`src/rtl/i3c_pkg.sv`:
```
// Shared types and constants for the I3C pad-side I/O controller.
//  io_mode_e      per-bus driver mode: open-drain, push-pull, PP->OD handoff
//  SyncStagesMin  minimum input synchroniser depth
//  clog2_min1     counter width helper that never returns 0
package i3c_pkg;

    typedef enum logic [1:0] {IoOd, IoPp, IoHandoff} io_mode_e;

    localparam int unsigned SyncStagesMin = 2;

    // Bits needed to hold values 0..v-1, at least one bit.
    function automatic int unsigned clog2_min1(input int unsigned v);
        return (v <= 2) ? 1 : $clog2(v);
    endfunction

endpackage

```
`src/rtl/i3c_io_line.sv`:
```
// One pad input line: synchroniser plus optional spike filter.
//  clk_i   in  clock
//  rst_ni  in  asynchronous active-low reset (line resets to 1)
//  pad_i   in  raw pad level
//  line_o  out synchronised (and, with I3C_SPIKE_FILTER_EN, filtered) level
// Build option: I3C_SPIKE_FILTER_EN adds the FilterCycles stability filter.
module i3c_io_line
    import i3c_pkg::*;
#(
    parameter int unsigned SyncStages   = 2,
    parameter int unsigned FilterCycles = 4
) (
    input  logic clk_i,
    input  logic rst_ni,
    input  logic pad_i,
    output logic line_o
);

    // Depths below the minimum are raised to it rather than rejected.
    localparam int unsigned Stages = (SyncStages < SyncStagesMin) ? SyncStagesMin : SyncStages;

    logic [Stages-1:0] sync_q;
    logic [Stages-1:0] sync_d;

    always_comb begin
        sync_d = {sync_q[Stages-2:0], pad_i};
    end

    always_ff @(posedge clk_i or negedge rst_ni) begin
        if (!rst_ni) begin
            sync_q <= '1;
        end else begin
            sync_q <= sync_d;
        end
    end

`ifdef I3C_SPIKE_FILTER_EN
    localparam int unsigned FiltCyc = (FilterCycles < 1) ? 1 : FilterCycles;
    localparam int unsigned CntW    = clog2_min1(FiltCyc);

    logic            filt_q;
    logic            filt_d;
    logic [CntW-1:0] fcnt_q;
    logic [CntW-1:0] fcnt_d;

    // The output flips on the FiltCyc-th consecutive disagreeing sample;
    // any agreeing sample restarts the count.
    always_comb begin
        filt_d = filt_q;
        fcnt_d = '0;
        if (sync_q[Stages-1] != filt_q) begin
            if (fcnt_q == CntW'(FiltCyc - 1)) begin
                filt_d = sync_q[Stages-1];
            end else begin
                fcnt_d = fcnt_q + 1'b1;
            end
        end
    end

    always_ff @(posedge clk_i or negedge rst_ni) begin
        if (!rst_ni) begin
            filt_q <= 1'b1;
            fcnt_q <= '0;
        end else begin
            filt_q <= filt_d;
            fcnt_q <= fcnt_d;
        end
    end

    assign line_o = filt_q;
`else
    assign line_o = sync_q[Stages-1];
`endif

endmodule

```
`src/rtl/i3c_bus_io_ctrl.sv`:
```
// Multi-bus I3C pad controller: registered OD/PP sequencer per bus between the
// I3C core PHY signals and the SCL/SDA pad cells.
//  clk_i, rst_ni                 clock, asynchronous active-low reset
//  enable_i, sel_od_pp_i         per-bus driver enable, 1 = push-pull requested
//  scl_core_i, sda_core_i        levels the core wants on the bus
//  scl_core_o, sda_core_o        synchronised (filtered) pad levels to the core
//  scl_pad_i, sda_pad_i          raw pad levels
//  scl/sda_pad_o, *_pad_oe_o     registered pad value / output enable
//  idle_cycles_i                 bus-free threshold shared by all buses
//  bus_idle_o                    SCL and SDA high for >= idle_cycles_i cycles
//  pp_active_o                   bus is in push-pull or handoff
// Build option: I3C_SPIKE_FILTER_EN enables the input spike filter.
module i3c_bus_io_ctrl
    import i3c_pkg::*;
#(
    parameter int unsigned NumBuses      = 1,
    parameter int unsigned SyncStages    = 2,
    parameter int unsigned FilterCycles  = 4,
    parameter int unsigned HandoffCycles = 2,
    parameter int unsigned IdleCntW      = 16
) (
    input  logic                clk_i,
    input  logic                rst_ni,
    input  logic [NumBuses-1:0] enable_i,
    input  logic [NumBuses-1:0] sel_od_pp_i,
    input  logic [NumBuses-1:0] scl_core_i,
    input  logic [NumBuses-1:0] sda_core_i,
    output logic [NumBuses-1:0] scl_core_o,
    output logic [NumBuses-1:0] sda_core_o,
    input  logic [NumBuses-1:0] scl_pad_i,
    input  logic [NumBuses-1:0] sda_pad_i,
    output logic [NumBuses-1:0] scl_pad_o,
    output logic [NumBuses-1:0] scl_pad_oe_o,
    output logic [NumBuses-1:0] sda_pad_o,
    output logic [NumBuses-1:0] sda_pad_oe_o,
    input  logic [IdleCntW-1:0] idle_cycles_i,
    output logic [NumBuses-1:0] bus_idle_o,
    output logic [NumBuses-1:0] pp_active_o
);

    localparam int unsigned HoCyc = (HandoffCycles < 1) ? 1 : HandoffCycles;
    localparam int unsigned HcW   = clog2_min1(HoCyc + 1);

    for (genvar b = 0; b < NumBuses; b++) begin : g_bus

        logic scl_line;
        logic sda_line;

        i3c_io_line #(
            .SyncStages  (SyncStages),
            .FilterCycles(FilterCycles)
        ) u_scl_line (
            .clk_i (clk_i),
            .rst_ni(rst_ni),
            .pad_i (scl_pad_i[b]),
            .line_o(scl_line)
        );

        i3c_io_line #(
            .SyncStages  (SyncStages),
            .FilterCycles(FilterCycles)
        ) u_sda_line (
            .clk_i (clk_i),
            .rst_ni(rst_ni),
            .pad_i (sda_pad_i[b]),
            .line_o(sda_line)
        );

        assign scl_core_o[b] = scl_line;
        assign sda_core_o[b] = sda_line;

        // ---------------- mode FSM ----------------
        io_mode_e           mode_q, mode_d;
        logic [HcW-1:0]     ho_cnt_q, ho_cnt_d;
        logic               scl_hold_q, scl_hold_d;
        logic               sda_hold_q, sda_hold_d;

        always_ff @(posedge clk_i or negedge rst_ni) begin
            if (!rst_ni) begin
                mode_q     <= IoOd;
                ho_cnt_q   <= '0;
                scl_hold_q <= 1'b0;
                sda_hold_q <= 1'b0;
            end else begin
                mode_q     <= mode_d;
                ho_cnt_q   <= ho_cnt_d;
                scl_hold_q <= scl_hold_d;
                sda_hold_q <= sda_hold_d;
            end
        end

        // Pad registers; their current value is the "last driven" level
        // consulted when push-pull is released.
        logic scl_o_q, scl_o_d, scl_oe_q, scl_oe_d;
        logic sda_o_q, sda_o_d, sda_oe_q, sda_oe_d;

        always_comb begin
            mode_d     = mode_q;
            ho_cnt_d   = ho_cnt_q;
            scl_hold_d = scl_hold_q;
            sda_hold_d = sda_hold_q;
            if (!enable_i[b]) begin
                mode_d     = IoOd;
                ho_cnt_d   = '0;
                scl_hold_d = 1'b0;
                sda_hold_d = 1'b0;
            end else begin
                case (mode_q)
                    IoOd: begin
                        if (sel_od_pp_i[b]) begin
                            mode_d = IoPp;
                        end
                    end
                    IoPp: begin
                        if (!sel_od_pp_i[b]) begin
                            if (scl_o_q || sda_o_q) begin
                                mode_d     = IoHandoff;
                                ho_cnt_d   = HcW'(1);
                                scl_hold_d = scl_o_q;
                                sda_hold_d = sda_o_q;
                            end else begin
                                mode_d = IoOd;
                            end
                        end
                    end
                    IoHandoff: begin
                        if (sel_od_pp_i[b] || (ho_cnt_q >= HcW'(HoCyc))) begin
                            mode_d     = sel_od_pp_i[b] ? IoPp : IoOd;
                            ho_cnt_d   = '0;
                            scl_hold_d = 1'b0;
                            sda_hold_d = 1'b0;
                        end else begin
                            ho_cnt_d = ho_cnt_q + 1'b1;
                        end
                    end
                    default: begin
                        mode_d = IoOd;
                    end
                endcase
            end
        end

        // Pad values are derived from the next mode so a request reaches the
        // pad exactly one cycle later.
        always_comb begin
            scl_o_d  = 1'b0;
            scl_oe_d = enable_i[b] & ~scl_core_i[b];
            sda_o_d  = 1'b0;
            sda_oe_d = enable_i[b] & ~sda_core_i[b];
            case (mode_d)
                IoPp: begin
                    scl_o_d  = scl_core_i[b];
                    scl_oe_d = 1'b1;
                    sda_o_d  = sda_core_i[b];
                    sda_oe_d = 1'b1;
                end
                IoHandoff: begin
                    if (scl_hold_d) begin
                        scl_o_d  = 1'b1;
                        scl_oe_d = 1'b1;
                    end
                    if (sda_hold_d) begin
                        sda_o_d  = 1'b1;
                        sda_oe_d = 1'b1;
                    end
                end
                default: ;
            endcase
        end

        always_ff @(posedge clk_i or negedge rst_ni) begin
            if (!rst_ni) begin
                scl_o_q  <= 1'b0;
                scl_oe_q <= 1'b0;
                sda_o_q  <= 1'b0;
                sda_oe_q <= 1'b0;
            end else begin
                scl_o_q  <= scl_o_d;
                scl_oe_q <= scl_oe_d;
                sda_o_q  <= sda_o_d;
                sda_oe_q <= sda_oe_d;
            end
        end

        assign scl_pad_o[b]    = scl_o_q;
        assign scl_pad_oe_o[b] = scl_oe_q;
        assign sda_pad_o[b]    = sda_o_q;
        assign sda_pad_oe_o[b] = sda_oe_q;
        assign pp_active_o[b]  = (mode_q != IoOd);

        // ---------------- bus-free detector ----------------
        logic [IdleCntW-1:0] idle_cnt_q, idle_cnt_d;
        logic                idle_q, idle_d;

        always_comb begin
            idle_cnt_d = '0;
            if (scl_line && sda_line) begin
                idle_cnt_d = (idle_cnt_q == '1) ? idle_cnt_q : idle_cnt_q + 1'b1;
            end
            // Compared against the updated count so a zero threshold tracks
            // the line levels with a single cycle of delay.
            idle_d = scl_line && sda_line && (idle_cnt_d >= idle_cycles_i);
        end

        always_ff @(posedge clk_i or negedge rst_ni) begin
            if (!rst_ni) begin
                idle_cnt_q <= '0;
                idle_q     <= 1'b0;
            end else begin
                idle_cnt_q <= idle_cnt_d;
                idle_q     <= idle_d;
            end
        end

        assign bus_idle_o[b] = idle_q;

    end

endmodule
```
`config.mk`:
```
export PLATFORM = sky130hd
export DESIGN_NAME = i3c_bus_io_ctrl
export DESIGN_NICKNAME = d
export VERILOG_FILES = /design/src/rtl/i3c_pkg.sv /design/src/rtl/i3c_io_line.sv /design/src/rtl/i3c_bus_io_ctrl.sv
export SDC_FILE = /design/constraint.sdc
export NUM_CORES = 1
export LEC_CHECK = 0
export CORE_ASPECT_RATIO = 0.7
export CORE_MARGIN = 2
export CORE_UTILIZATION = 30
export CTS_BUF_LIST = sky130_fd_sc_hd__clkbuf_8
export DETAILED_ROUTE_END_ITERATION = 12
export GPL_TIMING_DRIVEN = 0
export PLACE_DENSITY = 0.5
export SLEW_MARGIN = 20
export SYNTH_ARGS = -nofsm -noshare
export SYNTH_HDL_FRONTEND = slang
export SYNTH_SLANG_ARGS = --single-unit
```
`constraint.sdc`:
```
create_clock -name clk_i -period 6.4 [get_ports clk_i]
set_input_delay 1.28 -clock clk_i [delete_from_list [all_inputs] [get_ports clk_i]]
set_output_delay 1.28 -clock clk_i [all_outputs]
set_load 0.02 [all_outputs]
```
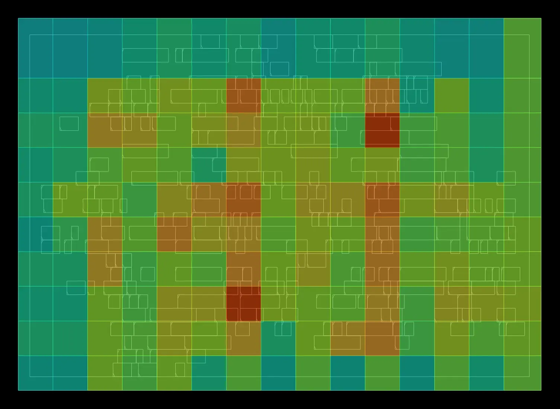
**Above:** congestion heat map.
met3 global-route usage: 3.16%
GR Util All Layers: 13.1%
GR Util met1: 20.4%
GR Util met2: 18.1%

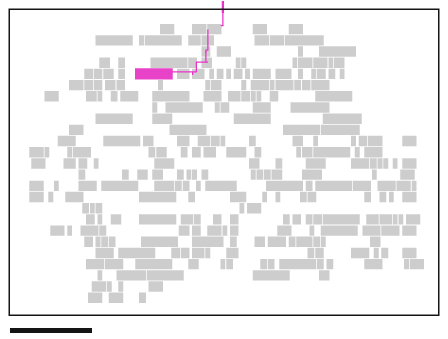
**Above:** I/O nets highlighted.
Scale bar: 20 um.
- magenta: scl_pad_o (bits 1; direction output; end cells 1; buffers 1; wire 24.3 um)
IO Port Bufs: 31
# IOs: 32

==> impl_metrics.json <==
{
  "ys_types": 49,
  "ant_nets": 0,
  "ys_area_um2": 2100,
  "layoutNonFillerInstCount": 364,
  "finalClockPeriodUsage_pct": 50.9,
  "top_area_share_pct": 32.2,
  "xor_area_share_pct": 0,
  "setup_violations": 0,
  "drc": 0,
  "via_per_inst": 4.87,
  "antenna_found_initial": 0,
  "yosys.area_share.aoi_pct": 19.5,
  "rr_startpoint": "g_bus[0].idle_cnt_q[0]$_DFF_PN0_",
  "grt_pass1_vias": 1697,
  "yosys_most_used_dff": "dfrtp_1",
  "ys_warn_count": 0,
  "reg2reg_depth": 9,
  "fillers": 709,
  "outcome": "finished, final reports clean",
  "initCoreUtil_pct": 31.1,
  "drt_iter0_markers": 87,
  "combinationalPower_w": 0.0000602,
  "vias": 1771,
  "path_clk_slew_ns": 0.06,
  "cp_max_fo": 10,
  "crit_end": "scl_pad_oe_o$_DFF_PN0_",
  "p_clk_w": 0.000151,
  "slew_violations": 0,
  "synthMostInstantiatedCell": "dfrtp_1",
  "root_buffer": "clkbuf_8",
  "fin_ws_ns": 3.14,
  "worst_hold_startpoint": "g_bus[0].u_scl_line.sync_q[0]$_DFF_PN1_",
  "cts_htree_levels": 2,
  "cts_tree": "done",
  "cts_hold_buffers": 0,
  "postSynthSeqShare_pct": 37.2,
  "drt_pre_antenna_iters": 4,
  "ys_cells": 230,
  "clockBufferDepth": 2,
  "r2r-end": "bus_idle_o$_DFF_PN0_",
  "openroad.warnings": 30,
  "p_sw_share_pct": 23.6,
  "hp-class": "register to register",
  "drv_cap": 0,
  "tns_ns": 0,
  "tightest_slew_ns": 0.705,
  "seq_power_share_pct": 49.2,
  "drive_gt1_share_pct": 8.89,
  "mux_share_pct": 1.01,
  "power_frac_comb_pct": 14.5,
  "adder_share_pct": 14.3,
  "die_w_um": 104,
  "wl_per_cell_um": 12.8,
  "grt_max_degree": 31,
  "cp-startpoint": "sel_od_pp_i",
  "row_count": 25,
  "crit_path_end_kind": "register",
  "reg2reg_slack_ns": 3.31,
  "dp_hpwl_um": 3650,
  "dieArea_um2": 7700,
  "grt_first_pass_wirelength_um": 8100,
  "period_minus_slack_ns": 3.26,
  "cts_setup_buffers": 0,
  "coreArea_um2": 6760,
  "p_leak_nw": 1.22,
  "die_h_um": 74.0,
  "ys_sh_simple_pct": 22.6,
  "gr-total-overflow": 0,
  "common_cells": "dfrtp_1 (27), inv_1 (26), ha_1 (24)",
  "top_cells_by_area": "dfrtp_1 (32%), ha_1 (14%), dfstp_2 (5.0%)",
  "ir_drop_uv": 66.6,
  "p_per_area_nw_per_um2": 157,
  "synth-edff-count": 0,
  "nNetsFinal": 317,
  "rsz0062_at_grt": "false",
  "p_int_w": 0.000317,
  "avgSynthCellArea_um2": 9.13,
  "hold_viol": 0,
  "worstSkewPairLatency_ns": 0.27,
  "cts.sink_count": 31,
  "worstPathRequired_ns": 6.54,
  "p_switching_w": 0.0000979,
  "synthesis.area_um2": 2100,
  "diodes": 0,
  "top_logic_kind": "simple AND/OR/NAND/NOR gates",
  "dp.cells": 356,
  "maxPowerGroup": "registers",
  "synthToLayoutAreaGrowth_pct": 25.4,
  "synth_nets": 278,
  "pre_cts_slack_ns": 2.85,
  "cts-resized-gates": 0,
  "ys_ff": 31,
  "yosys.area.top_type": "dfrtp_1",
  "finClkSkew_ns": 0.00529,
  "syn_inst": 230,
  "routed_wl_um": 4670,
  "worstHoldPathCells": 0,
  "path_class": "input port to register",
  "clkPwrFrac_pct": 36.3,
  "cts_buffers": 5,
  "holdPathEnd": "g_bus[0].u_scl_line.sync_q[1]$_DFF_PN1_",
  "relSlewSlack_pct": 52.4,
  "max_freq_ghz": 0.307,
  "worstPathArrival_ns": 3.40,
  "cp-start-kind": "input port"
}
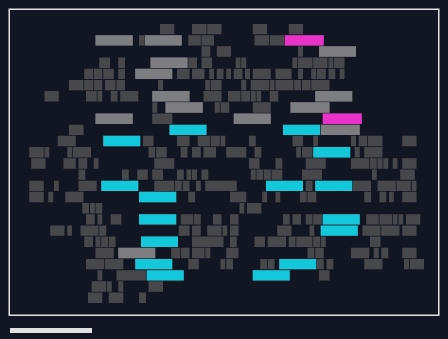
**Above:** where the registers sit.
Scale bar: 20 um. Other sequential cells in the stronger grey, the rest of the logic in the fainter grey.
- cyan: g_bus.idle_cnt_q (flops 16)
- magenta: g_bus.u_sda_line.sync_q (flops 2)
- not coloured: 13
Seq. pwr: 0.000204 W
Register Area: 781 um2
Seq/total area: 29.6%
final core utilization: 39.0%

per-stage QoR:
step / hold slack [ns] / area [um2] / power (W)
floorplan: 0.345 / 2100 / 0.000236
finish: 0.357 / 2640 / 0.000415
global route: 0.364 / 2640 / 0.000435
detailed placement: 0.349 / 2540 / 0.000268
CTS: 0.358 / 2640 / 0.000421
global placement: 0.347 / 2530 / 0.000267
per-layer routing:
metal	vias to the layer above	GRT usage, %	part of all wire (%)
met2	35	18.1	38
met3	2	3.16	4.0
met1	812	20.4	58
met4	0	3.15	0.73
met5	-	0	0
li1	922	-	-
area by class of cell:
class	count	area (um2)	area share (%)
multi-input cells	169	1210	45.8
flip-flops and latches	31	781	29.6
repair buffers	32	325	12.3
well taps	94	118	4.46
inverters	26	97.6	3.70
clock buffers	6	82.6	3.13
plain buffers	4	16.3	0.617
clock inverters	2	8.76	0.332
critical path: stages:
cell and delay [ns]:
clkdlybuf4s50_1 0.47, clkbuf_1 0.31, o21bai_1 0.23, nand2_1 0.08
a22oi_1 0.17, nor2_1 0.10, ha_1 0.34, nor3_1 0.27
a21o_1 0.12, a31oi_1 0.04
state kept, by name (all words and copies together), names as in the netlist, 2 cells and up:
register / flops
g_bus.idle_cnt_q: 16
g_bus.u_scl_line.sync_q: 2
g_bus.ho_cnt_q: 2
g_bus.u_sda_line.sync_q: 2
g_bus.mode_q: 2
cells in the final DEF, fill, tap and decap left out, drive strengths merged, types with 5 or more instances in the layout:
cell type / count
inv: 27
a31oi: 7
nand2: 22
o21ai: 12
nor2: 9
dfrtp: 27
ha: 24
nand2b: 6
nand3: 7
nand4: 5
clkbuf: 9
nor3: 8
clkdlybuf4s50: 30
a21oi: 15
Power is estimated from default activity; no workload was simulated.
